Design ssd_display_ctrl_flat, sky130hd; sources not shown.
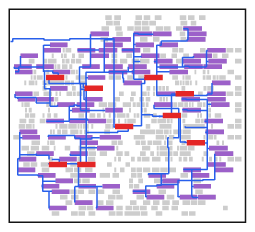
Figure 1: clock wires, drivers and flops.
(2 px per µm)
[blue] clock wires | length: 1220 µm
[red] clock-net drivers | count: 9
[purple] flip-flops | count: 96
routed clock nets: 10
flops lie: spread over the die
clock network power: 0.00112 W
source-to-sink clock delay at the later pin of the worst-skew pair: 0.35 ns
fraction of power consumed by the clock network: 0.187

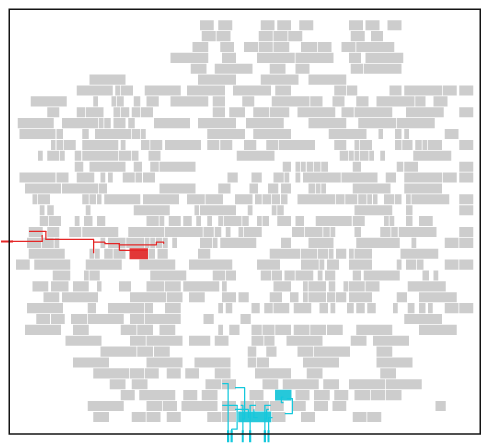
Figure 2: port wiring.
(4 px per µm)
[red] bus_data_ready | bits: 1 | direction: output | edge: left | end cells: 1 | buffers: 1 | wire: 58.4 µm
[cyan] blink_mask | bits: 6 | direction: input | edge: bottom | end cells: 2 | buffers: 6 | wire: 84.1 µm
I/O pin count: 77
number of port buffers: 76

==> ci_impl_report.md <==
### Flow metrics

| Metric | Value |
|---|---|
| Category of the worst setup path launch point | `register` |
| Fp util | `0.4155` |
| Path depth of the worst reg2reg path | `9` |
| Max-cap violations | `0` |
| Die outline area | `0.01242 mm²` |
| Complex-gate fraction of the synthesized area | `0.1374` |
| Minimum period implied by the final worst setup slack | `3.071 ns` |
| Total stage count of the critical path | `9` |
| Number of hold violations in the final report | `0` |
| Crit end category | `register` |
| Number of cells upsized or downsized after cts | `0` |
| OpenROAD warning count | `37` |
| Slack of the worst reg-to-reg path | `0.23 ns` |
| Design internal power | `0.003614 W` |
| Final worst-path cycle share | `0.9305` |
| RSZ-0062 raised after global routing | `false` |
| Top cells by area | `dfrtp_1 (27%), dfstp_2 (24%), mux2_2 (11%), ha_1 (4.7%), a22o_1 (3.3%)` |
| Number of global-route vias before repair | `3492` |
| Routed wirelength normalized by instance count | `16.50 µm` |
| Final hold slack | `0.4212 ns` |
| Register bit count reported by yosys | `96` |
| CTS clk-pin slew, worst paths | `0.07 ns` |
| Ys async rst share | `1.000` |
| Number of hold buffers added after cts | `0` |
| Count of standard-cell rows | `37` |
| Number of antenna diodes | `0` |
| Number of standard cells in the final layout excluding fillers | `657` |
| Top cell class by occupied area | `flip-flops and latches` |
| Slowest cell on crit path | `dfstp_4` |
| Final std cell area, no fill | `0.006097 mm²` |
| Met1 global-route usage | `0.2604` |
| Pre-CTS setup slack | `0.1434 ns` |
| Primary flip-flop cell chosen by synthesis mapping | `dfrtp_1` |
| Ratio of cells with drive above 1 in the final layout | `0.2715` |
| Share of the core filled with cells | `0.5289` |
| Switch Pwr | `0.002353 W` |
| Maximum clock frequency | `325.7 MHz` |
| FILL cells | `1014` |
| Post-route setup TNS | `0 ns` |
| Overall track demand over capacity in global routing | `0.1866` |
| Leakage component of the power | `2.493 nW` |
| Biggest combinational cell group after synthesis | `AND-OR/OR-AND gates` |
| Metal3 WL | `402 µm` |
| Area share of buffers outside the clock network | `0.1404` |
| Sequential cell area | `0.002461 mm²` |
| Met2 Use GR | `0.2904` |
| Most used logic cell in the final layout | `clkdlybuf4s50_1` |
| Finish-stage setup viols | `0` |
| Non-clock inverter total of the final layout | `10` |
| Area figure in the yosys stat output | `0.004790 mm²` |
| Post-CTS setup-driven buffer insertion count | `0` |
| Slew margin rel. | `0.4664` |
| Simple-gate share of the synthesized area | `0.1272` |
| CTS Sinks | `96` |
| Final WL | `10840 µm` |
| Count of multi-input gates | `290` |
| Mux frac, synth | `0.1181` |
| Well Taps | `156` |
| Status | `completed` |
| Residual DRC | `0` |
| Proportion of synthesized chip area in sequential cells | `0.5131` |
| Required @ worst endpoint | `3.51 ns` |
| Count of library flops with an enable pin | `0` |
| Syn_nets | `463` |
| Total number of vias | `3449` |
| Post-synthesis area per instance | `11.63 µm²` |
| Maximum level of the CTS H-tree | `3` |
| Number of nets with antenna violations after detailed routing | `0` |
| Ordered cell list for the critical path | `mux2_2, a22oi_1, and2_1, ha_1, nor3b_1, a32o_1, a211oi_1, o32ai_2, o21ai_0` |
| Top Family by Delay on Critical Path | `AND-OR/OR-AND gates` |
| Most Crowded Layer GR | `met2` |
| Die x size | `117.3 µm` |
| Power drawn by the sequential cells | `0.00193 W` |
| Power Total | `0.005967 W` |
No activity file was given, so power comes from the tool's default toggle rates.
